run_1/ff_map.png
Scale: 4 px per um. Other sequential cells in the stronger gray, the rest of the logic in the fainter gray.
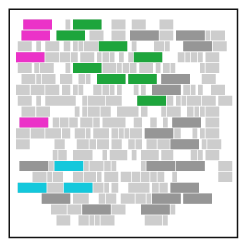
run_1/clock_wires.png
Scale: 6 px per um.
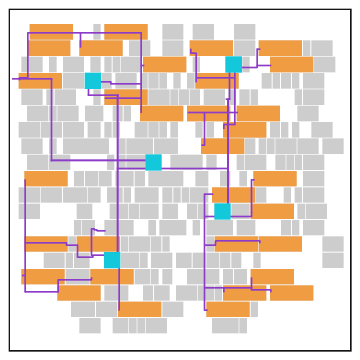
run_1/congestion_map.png
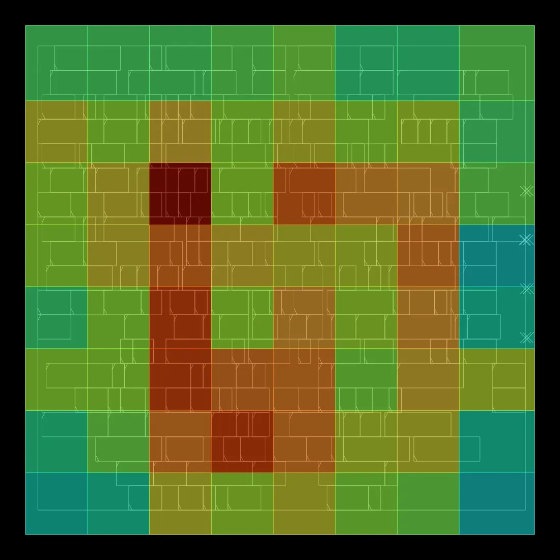
$ cat src/rtl/reg_file_ctrl_pkg.sv
// reg_file_ctrl shared definitions
// opcodes, FSM state encoding, timeout counter width
package reg_file_ctrl_pkg;

  localparam logic [7:0] WR_CMD = 8'hAA;
  localparam logic [7:0] RD_CMD = 8'hBB;

  localparam int TO_W = 4;

  typedef enum logic [2:0] {
    IDLE    = 3'd0,
    WR_ADDR = 3'd1,
    WR_DATA = 3'd2,
    WR_EXEC = 3'd3,
    RD_ADDR = 3'd4,
    RD_EXEC = 3'd5,
    RD_WAIT = 3'd6,
    TX_SEND = 3'd7
  } state_t;

endpackage

$ cat src/rtl/reg_file_ctrl_rd_timeout_cnt.sv
// rd_timeout_cnt: saturating wait counter for register reads
// expired rises once LIMIT wait cycles have been counted
module rd_timeout_cnt
  import reg_file_ctrl_pkg::*;
#(
  parameter int LIMIT = 2
) (
  input  logic clk,
  input  logic rst,
  input  logic clr,
  input  logic en,
  output logic expired
);

  logic [TO_W-1:0] cnt;

  // count enabled cycles, hold at all-ones
  always_ff @(posedge clk) begin
    if (!rst) begin
      cnt <= '0;
    end else if (clr) begin
      cnt <= '0;
    end else if (en && cnt != '1) begin
      cnt <= cnt + TO_W'(1);
    end
  end

  assign expired = (cnt >= TO_W'(LIMIT));

endmodule

$ cat src/rtl/reg_file_ctrl.sv
// reg_file_ctrl: UART byte frames to register-file transactions
// write = AA addr data, read = BB addr, read byte returned on TX
module reg_file_ctrl
  import reg_file_ctrl_pkg::*;
#(
  parameter int DATA_WIDTH = 8,
  parameter int ADDR_WIDTH = 4,
  parameter int RD_TIMEOUT = 4
) (
  input  logic                  clk,
  input  logic                  rst,
  input  logic [DATA_WIDTH-1:0] rx_data,
  input  logic                  rx_valid,
  output logic [ADDR_WIDTH-1:0] rf_address,
  output logic [DATA_WIDTH-1:0] rf_wr_data,
  output logic                  rf_wr_en,
  output logic                  rf_rd_en,
  input  logic [DATA_WIDTH-1:0] rf_rd_data,
  input  logic                  rf_rd_data_valid,
  output logic [DATA_WIDTH-1:0] tx_data,
  output logic                  tx_valid,
  input  logic                  tx_busy,
  output logic                  cmd_error,
  output logic                  ctrl_busy
);

  state_t state, state_nx;

  logic [ADDR_WIDTH-1:0] addr_nx;
  logic [DATA_WIDTH-1:0] wdata_nx;
  logic [DATA_WIDTH-1:0] txd_nx;
  logic wr_nx, rd_nx, txv_nx, err_nx;
  logic is_wr, is_rd, addr_ok;
  logic expired;

  assign is_wr   = (rx_data == DATA_WIDTH'(WR_CMD));
  assign is_rd   = (rx_data == DATA_WIDTH'(RD_CMD));
  assign addr_ok = ((rx_data >> ADDR_WIDTH) == '0);

  // valid may arrive up to RD_TIMEOUT-1 cycles after rf_rd_en
  rd_timeout_cnt #(
    .LIMIT(RD_TIMEOUT - 2)
  ) u_to (
    .clk    (clk),
    .rst    (rst),
    .clr    (state == RD_EXEC),
    .en     (state == RD_WAIT),
    .expired(expired)
  );

  // state and registered outputs
  always_ff @(posedge clk) begin
    if (!rst) begin
      state      <= IDLE;
      rf_address <= '0;
      rf_wr_data <= '0;
      rf_wr_en   <= 1'b0;
      rf_rd_en   <= 1'b0;
      tx_data    <= '0;
      tx_valid   <= 1'b0;
      cmd_error  <= 1'b0;
      ctrl_busy  <= 1'b0;
    end else begin
      state      <= state_nx;
      rf_address <= addr_nx;
      rf_wr_data <= wdata_nx;
      rf_wr_en   <= wr_nx;
      rf_rd_en   <= rd_nx;
      tx_data    <= txd_nx;
      tx_valid   <= txv_nx;
      cmd_error  <= err_nx;
      ctrl_busy  <= (state_nx != IDLE);
    end
  end

  // next state and next output values
  always_comb begin
    state_nx = state;
    addr_nx  = rf_address;
    wdata_nx = rf_wr_data;
    txd_nx   = tx_data;
    wr_nx    = 1'b0;
    rd_nx    = 1'b0;
    txv_nx   = 1'b0;
    err_nx   = 1'b0;
    unique case (state)
      IDLE: begin
        if (rx_valid) begin
          if (is_wr) begin
            state_nx = WR_ADDR;
          end else if (is_rd) begin
            state_nx = RD_ADDR;
          end else begin
            err_nx = 1'b1;
          end
        end
      end
      WR_ADDR: begin
        if (rx_valid) begin
          if (addr_ok) begin
            addr_nx  = rx_data[ADDR_WIDTH-1:0];
            state_nx = WR_DATA;
          end else begin
            err_nx   = 1'b1;
            state_nx = IDLE;
          end
        end
      end
      WR_DATA: begin
        if (rx_valid) begin
          wdata_nx = rx_data;
          wr_nx    = 1'b1;
          state_nx = WR_EXEC;
        end
      end
      WR_EXEC: begin
        err_nx   = rx_valid;
        state_nx = IDLE;
      end
      RD_ADDR: begin
        if (rx_valid) begin
          if (addr_ok) begin
            addr_nx  = rx_data[ADDR_WIDTH-1:0];
            rd_nx    = 1'b1;
            state_nx = RD_EXEC;
          end else begin
            err_nx   = 1'b1;
            state_nx = IDLE;
          end
        end
      end
      RD_EXEC: begin
        err_nx   = rx_valid;
        state_nx = RD_WAIT;
      end
      RD_WAIT: begin
        err_nx = rx_valid;
        if (rf_rd_data_valid) begin
          txd_nx   = rf_rd_data;
          txv_nx   = !tx_busy;
          state_nx = TX_SEND;
        end else if (expired) begin
          err_nx   = 1'b1;
          state_nx = IDLE;
        end
      end
      TX_SEND: begin
        err_nx = rx_valid;
        if (tx_valid) begin
          state_nx = IDLE;
        end else if (!tx_busy) begin
          txv_nx = 1'b1;
        end
      end
      default: state_nx = IDLE;
    endcase
  end

endmodule

$ cat config.mk
export PLATFORM = sky130hd
export DESIGN_NAME = reg_file_ctrl
export DESIGN_NICKNAME = d
export VERILOG_FILES = /design/src/rtl/reg_file_ctrl_pkg.sv /design/src/rtl/reg_file_ctrl_rd_timeout_cnt.sv /design/src/rtl/reg_file_ctrl.sv
export SDC_FILE = /design/constraint.sdc
export NUM_CORES = 1
export LEC_CHECK = 0
export CAP_MARGIN = 40
export CORE_MARGIN = 1
export CORE_UTILIZATION = 49
export DETAILED_ROUTE_END_ITERATION = 6
export GPL_TIMING_DRIVEN = 0
export HOLD_SLACK_MARGIN = 0.06
export PLACE_DENSITY = 0.88
export SLEW_MARGIN = 20
export SYNTH_ARGS = -nofsm -noshare
export SYNTH_HDL_FRONTEND = slang
export SYNTH_SLANG_ARGS = --single-unit
$ cat constraint.sdc
create_clock -name clk -period 3.05 [get_ports clk]
set_clock_uncertainty 0.05 [all_clocks]
set_input_delay 0.7625 -clock clk [delete_from_list [all_inputs] [get_ports clk]]
set_output_delay 0.7625 -clock clk [all_outputs]
set_load 0.01 [all_outputs]
==> Implementation_results.wiki, run 1 <==
== Metrics ==
{| class="wikitable"
! Metric !! Value
|-
| Maximum capacitance violations || 0
|-
| DRC errors left || 9
|-
| Power per unit of standard cell area || 358.4 mW/mm^2
|-
| Top Layout Cells || sky130_fd_sc_hd__clkdlybuf4s50_1, sky130_fd_sc_hd__nand2_1, sky130_fd_sc_hd__dfxtp_1
|-
| Nature of the critical path endpoint || flip-flop
|-
| Share of async-settable or async-resettable flops after synthesis || 0%
|-
| Port-buffer cells || 45
|-
| Setup crit start kind || primary input
|-
| Post-layout instance count excluding filler cells || 253
|-
| Slowest cell on the critical path || sky130_fd_sc_hd__clkdlybuf4s50_1
|-
| Hold Fails Final Rpt || 0
|-
| Finish-stage setup viols || 0
|-
| Upper clock frequency limit || 463.6 MHz
|-
| CTS tree || built
|-
| Post-Syn Instances || 169
|-
| Violations in the final reports || DRC
|-
| Critical path buffer and inverter count || 1
|-
| Reg clk slew, reported paths || 90 ps
|-
| Total I/O pin count || 46
|-
| Post-synthesis area per instance || 8.670 um^2
|-
| Detailed Routing Iterations Pass 1 || 6
|-
| Height of the die || 56.68 um
|-
| Netlist Area Pre-Place || 0.001465 mm^2
|-
| Post-CTS Setup Bufs || 0
|-
| Pin count of the biggest net entering global routing || 11
|-
| Post-route antenna net violation count || 0
|-
| Later-pin clock latency in the skew report || 330 ps
|-
| Worst endpoint required time || 3200 ps
|-
| Cell depth of the worst min-delay path || 2
|-
| Post-layout nets || 244
|-
| Power, Total || 721.6 uW
|-
| Core ar. || 0.002805 mm^2
|-
| Minimum setup slack in the final design || 893.1 ps
|-
| Status || complete, but fails checks
|-
| Min Clock Period, post-route || 2157 ps
|-
| Number of warnings printed during yosys synthesis || 0
|-
| Final GP Congestion || 0.7998
|-
| Area added between synthesis and finish || 37.40%
|-
| Sum of net half-perimeters after detailed placement || 2424 um
|-
| Worst-Margin Slew || 520.6 ps
|-
| Via density || 5.375
|-
| H-Tree Level Count || 2
|-
| Vias after detailed routing || 1,360
|-
| Post-route cell area || 0.002013 mm^2
|-
| CTS buffer count || 5
|-
| Post-Place Cells || 245
|-
| Largest vdd supply drop || 0.2831 mV
|-
| Rel. slew slack || 64.39%
|-
| Family with the most delay on the worst path || simple AND/OR/NAND/NOR gates
|-
| Final wirelength || 3224 um
|-
| Hold path endpoint || rf_wr_data[5]
|-
| Top logic cell by instance count in the layout || sky130_fd_sc_hd__clkdlybuf4s50_1
|-
| Number of buffers on the longest clock path || 2
|-
| Aggregate global routing overflow || 0
|-
| Signal arrival time at the worst endpoint || 2310 ps
|-
| Antenna Diode Count || 0
|-
| Setup repair after global routing missed its margin || false
|-
| Longest individual stage delay on the worst path || 540 ps
|-
| Initial core utilization || 52.23%
|-
| Aggregate negative setup slack || 0 ps
|-
| Crit Reg-Reg Endpoint || ctrl_busy
|-
| Iteration-0 DRC Markers || 48
|-
| Minimum setup slack after placement || 534.2 ps
|-
| Clock sink count || 32
|-
| Die area || 0.003213 mm^2
|-
| Number of cells on the worst reg-to-reg path || 5
|-
| Cells in synth_stat.txt || 169
|-
| Hold WC Path Type || reg2reg
|}
Notes on ff_map.png above:
name in the netlist	color	placed flops
state	cyan	3
rf_wr_data	green	8
rf_address	magenta	4
not colored	17

Notes on clock_wires.png above:
[clock-net drivers] cyan | count: 5
[flip-flops] orange | count: 32
[clock wires] purple | length: 354 um
flops lie	spread over the die

Notes on congestion_map.png above:
met1 track utilization from global routing: 25.61%
combined global-route utilization of all metal layers: 22.11%
per-cell routed wire length: 12.74 um
share of the core filled with cells: 71.77%
Global Route met2 Usage: 37.07%

==> run 1: state kept, by name, summed over array words and instances, names as in the netlist <==
register    flops
rf_rd_en        1
cmd_error       1
tx_valid        1
tx_data         8
state           3
rf_wr_data      8
rf_address      4
rf_wr_en        1
ctrl_busy       1
u_to.cnt        4
==> run 1: logic make-up (layout without fill, tap and decap cells) <==
logic type	count (synthesis)	count (layout)	synth area share, %
mux	4	4	2.733
xor+xnor	4	4	2.904
buf+inv	14	67	6.064
compound gates	35	35	16.57
fa+ha+maj	2	2	1.708
simple gates	78	78	26.30
flops	32	32	43.72
==> run 1: routing by layer <==
| metal | up-vias | part of all wire (%) | wire (um) | track usage [%] |
|---|---|---|---|---|
| met4 | 0 | 2.4 | 77 | 11.07 |
| li1 | 690 | - | - | - |
| met5 | - | 0 | 0 | 0 |
| met3 | 12 | 7.8 | 251 | 6.221 |
| met2 | 55 | 47 | 1527 | 37.07 |
| met1 | 603 | 42 | 1367 | 25.61 |
==> run 1: area by class of cell <==
| cell class | count | area (um^2) |
|---|---|---|
| fill | 229 | 792.0 |
| multi-input combinational | 123 | 735.7 |
| sequential | 32 | 640.6 |
| timing repair buffer | 45 | 450.4 |
| buffer | 9 | 70.07 |
| clock buffer | 8 | 58.81 |
| tap | 31 | 38.79 |
| inverter | 5 | 18.77 |
==> run 1: worst register-to-register path, cell delays in order, from the launching register on <==
cell and delay [ps]:
sky130_fd_sc_hd__dfxtp_1 330, sky130_fd_sc_hd__buf_4 150, sky130_fd_sc_hd__inv_1 120, sky130_fd_sc_hd__a2111oi_0 500, sky130_fd_sc_hd__o221a_2 310, sky130_fd_sc_hd__nand4bb_1 120
==> run 1: power breakdown <==
part | switching [uW] | internal (uW) | leakage, uW
logic | 24.7 | 32.6 | 0.000468
registers | 0.414 | 418 | 0.000258
clock network | 132 | 114 | 0.0000326
total | 157 | 564 | 0.000758
==> run 1: cell usage after synthesis (2+ instances only) <==
master	n	area, um^2
sky130_fd_sc_hd__nor3_1	5	25.02
sky130_fd_sc_hd__buf_2	2	10.01
sky130_fd_sc_hd__a21oi_1	18	90.09
sky130_fd_sc_hd__mux2i_1	4	40.04
sky130_fd_sc_hd__ha_1	2	25.02
sky130_fd_sc_hd__clkbuf_1	2	7.510
sky130_fd_sc_hd__nor2_1	13	48.80
sky130_fd_sc_hd__xnor2_1	2	17.52
sky130_fd_sc_hd__a31o_2	2	17.52
sky130_fd_sc_hd__nor4_1	3	18.77
sky130_fd_sc_hd__nand3_1	3	15.01
sky130_fd_sc_hd__nand2_1	40	150.1
sky130_fd_sc_hd__nor3b_1	2	15.01
sky130_fd_sc_hd__buf_6	4	45.04
sky130_fd_sc_hd__inv_1	5	18.77
sky130_fd_sc_hd__dfxtp_1	32	640.6
sky130_fd_sc_hd__nand2b_1	2	12.51
sky130_fd_sc_hd__a31oi_1	2	12.51
==> run 1: worst max-delay path by stage <==
stage,startpoint,to,depth (start not counted)
4_1_cts,rx_data[4],rf_address[3],5
5_1_grt,rx_data[4],rf_address[1],5
3_3_place_gp,rx_data[4],rf_address[1],5
6_report,rx_data[4],rf_address[3],5
2_1_floorplan,rx_valid,ctrl_busy,5
3_5_place_dp,rx_data[4],rf_address[3],5
## Run 2: what changed since run 1
CORE_UTILIZATION = 41   (was 49)
PLACE_DENSITY = 0.79   (was 0.88)
clock period = 1.8 ns   (was 3.05 ns; I/O delays follow)
==> run 2 against run 1 <==
Against the previous run:
- the run now ends clean
- design area increased by 2.7%
- register-to-register slack got worse by 1200 ps
- clock power increased by 55%
- worst hold slack got worse by 6.7 ps
- critical path depth decreased by 4
- setup slack got worse by 830 ps
- cell count increased by 6.3%
- die size increased by 19%
- via count increased by 0.66%
- critical path type is now reg2out
- largest cell class unchanged
==> Implementation_results.wiki, run 2 <==
== Metrics ==
{| class="wikitable"
! Metric !! Value
|-
| Xor/xnor cell area share of the yosys netlist || 2.904% (unchanged)
|-
| Flop area || 641.9 um^2 (+0.20%)
|-
| Number of buffers on the longest clock path || 2 (unchanged)
|-
| Dominant combinational family || simple AND/OR/NAND/NOR gates
|-
| Hold Fails Final Rpt || 0 (unchanged)
|-
| Critical path buffer and inverter count || 1 (unchanged)
|-
| Iteration-0 DRC Markers || 34 (-29%)
|-
| Clock sink count || 32 (unchanged)
|-
| Post-layout instance count excluding filler cells || 269 (+6.3%)
|-
| Cell with the most instances after synthesis || sky130_fd_sc_hd__nand2_1
|-
| Post-synthesis share of cell area spent on and, or, nand and nor gates || 26.30% (unchanged)
|-
| Area added between synthesis and finish || 41.08%
|-
| Share of the core filled with cells || 60.98% (-11 points)
|-
| Family with the most delay on the worst path || buffers and inverters
|-
| CTS buffer count || 5 (unchanged)
|-
| Maximum capacitance violations || 0 (unchanged)
|-
| EDFF count, synth || 0
|-
| Nature of the critical path endpoint || output port
|-
| Comb. cell area || 744.5 um^2 (+1.2%)
|-
| Port-buffer cells || 45 (unchanged)
|-
| Post-Synth AOI/OAI Area || 16.57% (unchanged)
|-
| Pin count of the biggest net entering global routing || 11 (unchanged)
|-
| Total I/O pin count || 46 (unchanged)
|-
| Initial core utilization || 43.23% (-9.0 points)
|-
| DRC errors left || 0 (-9)
|-
| Number of warnings printed during yosys synthesis || 0 (unchanged)
|-
| Netlist Area Pre-Place || 0.001465 mm^2 (unchanged)
|-
| Static Leak || 0.0007815 uW
|-
| CTS tree || built
|-
| Root buffer cell || sky130_fd_sc_hd__clkbuf_4
|-
| Detailed Routing Iterations Pass 1 || 4 (-2)
|-
| Core ar. || 0.003390 mm^2 (+21%)
|-
| Combined global-route utilization of all metal layers || 18.45% (-3.7 points)
|-
| Share of async-settable or async-resettable flops after synthesis || 0% (unchanged)
|-
| H-Tree Level Count || 2 (unchanged)
|-
| Top logic cell by instance count in the layout || sky130_fd_sc_hd__clkdlybuf4s50_1
|-
| Worst endpoint required time || 1300 ps (-1900 ps)
|-
| Largest vdd supply drop || 0.4760 mV (+68%)
|-
| Post-layout nets || 246 (+0.82%)
|-
| Aggregate global routing overflow || 0 (unchanged)
|-
| Per-cell routed wire length || 12.36 um (-3.0%)
|-
| Vias after detailed routing || 1,369 (+0.66%)
|-
| Power, Total || 1191 uW (+65%)
|-
| Final GP Congestion || 0.7736 (-3.3%)
|-
| Count of warning messages emitted by the tools || 27
|-
| Setup Crit Path Kind || reg2out
|-
| Upper clock frequency limit || 576.7 MHz
|-
| Setup repair after global routing missed its margin || false
|-
| Top area cell types || sky130_fd_sc_hd__dfxtp_1, sky130_fd_sc_hd__nand2_1, sky130_fd_sc_hd__a21oi_1, sky130_fd_sc_hd__nor2_1, sky130_fd_sc_hd__buf_6
|-
| Post-route antenna net violation count || 0 (unchanged)
|-
| Most numerous cell types in the synthesized netlist || sky130_fd_sc_hd__nand2_1, sky130_fd_sc_hd__dfxtp_1, sky130_fd_sc_hd__a21oi_1
|-
| Cell accounting for the most synthesized area || sky130_fd_sc_hd__dfxtp_1
|-
| Setup crit start kind || flip-flop
|-
| Hold WC Path Type || in2reg
|-
| Post-synthesis area per instance || 8.670 um^2 (unchanged)
|-
| Final wirelength || 3325 um (+3.1%)
|-
| Cells in synth_stat.txt || 169 (unchanged)
|-
| Adder-cell share of the synthesized area || 1.708% (unchanged)
|-
| Post-Syn Instances || 169 (unchanged)
|-
| Antenna Diode Count || 0 (unchanged)
|-
| Post-Place Cells || 260 (+6.1%)
|-
| Height of the die || 61.78 um (+9.0%)
|-
| Later-pin clock latency in the skew report || 330 ps (about the same)
|-
| Min Clock Period, post-route || 1734 ps
|-
| Minimum setup slack in the final design || 66.02 ps (-827.1 ps)
|-
| Status || complete, no violations
|-
| Power per unit of standard cell area || 576.4 mW/mm^2 (+61%)
|-
| Slowest cell on the critical path || sky130_fd_sc_hd__clkdlybuf4s50_1
|-
| P_sw || 282.0 uW (+79%)
|-
| Number of cells on the worst reg-to-reg path || 6 (+1)
|-
| Aggregate negative setup slack || 0 ps (unchanged)
|-
| Top Layout Cells || sky130_fd_sc_hd__clkdlybuf4s50_1, sky130_fd_sc_hd__nand2_1, sky130_fd_sc_hd__dfxtp_1
|-
| Minimum setup slack after placement || -443.0 ps (-977.3 ps)
|-
| Signal arrival time at the worst endpoint || 1230 ps (-1080 ps)
|-
| Finish-stage setup viols || 0 (unchanged)
|-
| Share of synthesized area spent on multiplexers || 2.733% (unchanged)
|-
| Logic pwr share || 8.4% (+0.5 points)
|-
| Die area || 0.003817 mm^2 (+19%)
|-
| Part of the power in the clock network || 32.0% (-2.0 points)
|-
| Worst-Margin Slew || 501.3 ps (-19.38 ps)
|-
| Sum of net half-perimeters after detailed placement || 2376 um (-2.0%)
|-
| Reg clk slew, reported paths || 100 ps (about the same)
|-
| Rel. slew slack || 66.27% (+1.9 points)
|-
| Switching share of power || 23.67% (+1.9 points)
|-
| Area share of the leading cell type in the synthesized netlist || 43.72% (unchanged)
|-
| Sequential Power Share || 59.5% (+1.5 points)
|-
| Stages on the worst setup path || 1 (-4)
|-
| Regs by FF count || rf_wr_data x8, tx_data x8
|-
| Via density || 5.089 (-5.3%)
|-
| Cell depth of the worst min-delay path || 3 (+1)
|}
==> run 2: cell counts after synthesis <==
No cell type changed its count.
==> run 2: power groups by stage <==
| stage | Sequential, uW | Combinational, uW | Clock, uW |
|---|---|---|---|
| 2_1_floorplan | 726 | 30.6 | 0 |
| 5_1_grt | 710 | 109 | 415 |
| 4_1_cts | 709 | 99.8 | 390 |
| 3_3_place_gp | 726 | 97.2 | 0 |
| 6_report | 709 | 100 | 382 |
| 3_5_place_dp | 726 | 96.4 | 0 |
==> run 2: logic make-up after synthesis <==
| logic type | count (synthesis) |
|---|---|
| AND/OR/NAND/NOR | 78 |
| AND-OR/OR-AND | 35 |
| flip-flops | 32 |
| buffers and inverters | 14 |
| XOR/XNOR | 4 |
| multiplexers | 4 |
| adder cells (fa/ha/maj) | 2 |
==> run 2: worst paths after layout <==
check	from	to	slack (ps)
hold / removal	rx_data[5]	rf_wr_data[5]	400
hold reg to reg	rf_wr_data[5]	rf_wr_data[5]	410
setup reg to reg	u_to.cnt[0]	ctrl_busy	230
setup / recovery	rf_wr_data[0]	rf_wr_data[0]	70
==> run 2: final cells by class <==
type | instances | area share, %
Inverter | 5 | 0.9080
Clock buffer | 6 | 1.998
Buffer | 9 | 3.390
Timing Repair Buffer | 47 | 23.61
Multi-Input combinational cell | 123 | 36.02
Clock inverter | 1 | 0.2421
Tap cell | 46 | 2.785
Sequential cell | 32 | 31.05
==> run 2: layer usage <==
metal,track usage (%),wire (um),vias up
met5,0,0,-
met2,27.34,1550,36
li1,-,-,697
met4,5.714,40,0
met3,7.453,166,4
met1,24.56,1567,632
==> run 2: stage by stage <==
stage               hold WS, ps  instance area [um^2]
floorplan                 430.5                  1465
global placement          391.7                  1973
detailed placement        397.6                  1973
CTS                       411.1                  2039
global route              401.1                  2067
finish                    400.4                  2067
==> run 2: repair_timing <==
item | in CTS | in global routing
setup endpoints to repair | 4 | 6
pin swaps | 1 | 1
setup buffers | 1 | 1
resized | 0 | 6
hold endpoints to repair | 0 | 0
hold buffers | 0 | 0
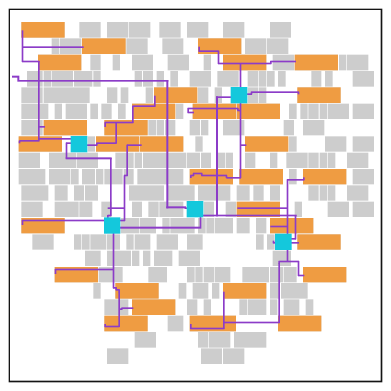
run_2/clock_wires.png
Scale: 6 px per um.
[flip-flops] orange | count: 32
[clock wires] purple | length: 414 um
[clock-net drivers] cyan | count: 5
routed clock nets	6

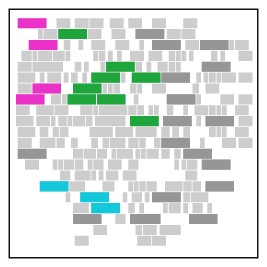
run_2/ff_map.png
Scale: 4 px per um. Other sequential cells in the stronger gray, the rest of the logic in the fainter gray.
name in the netlist	color	placed flops
rf_wr_data	green	8
state	cyan	3
rf_address	magenta	4

Power and IR drop assume default switching activity.
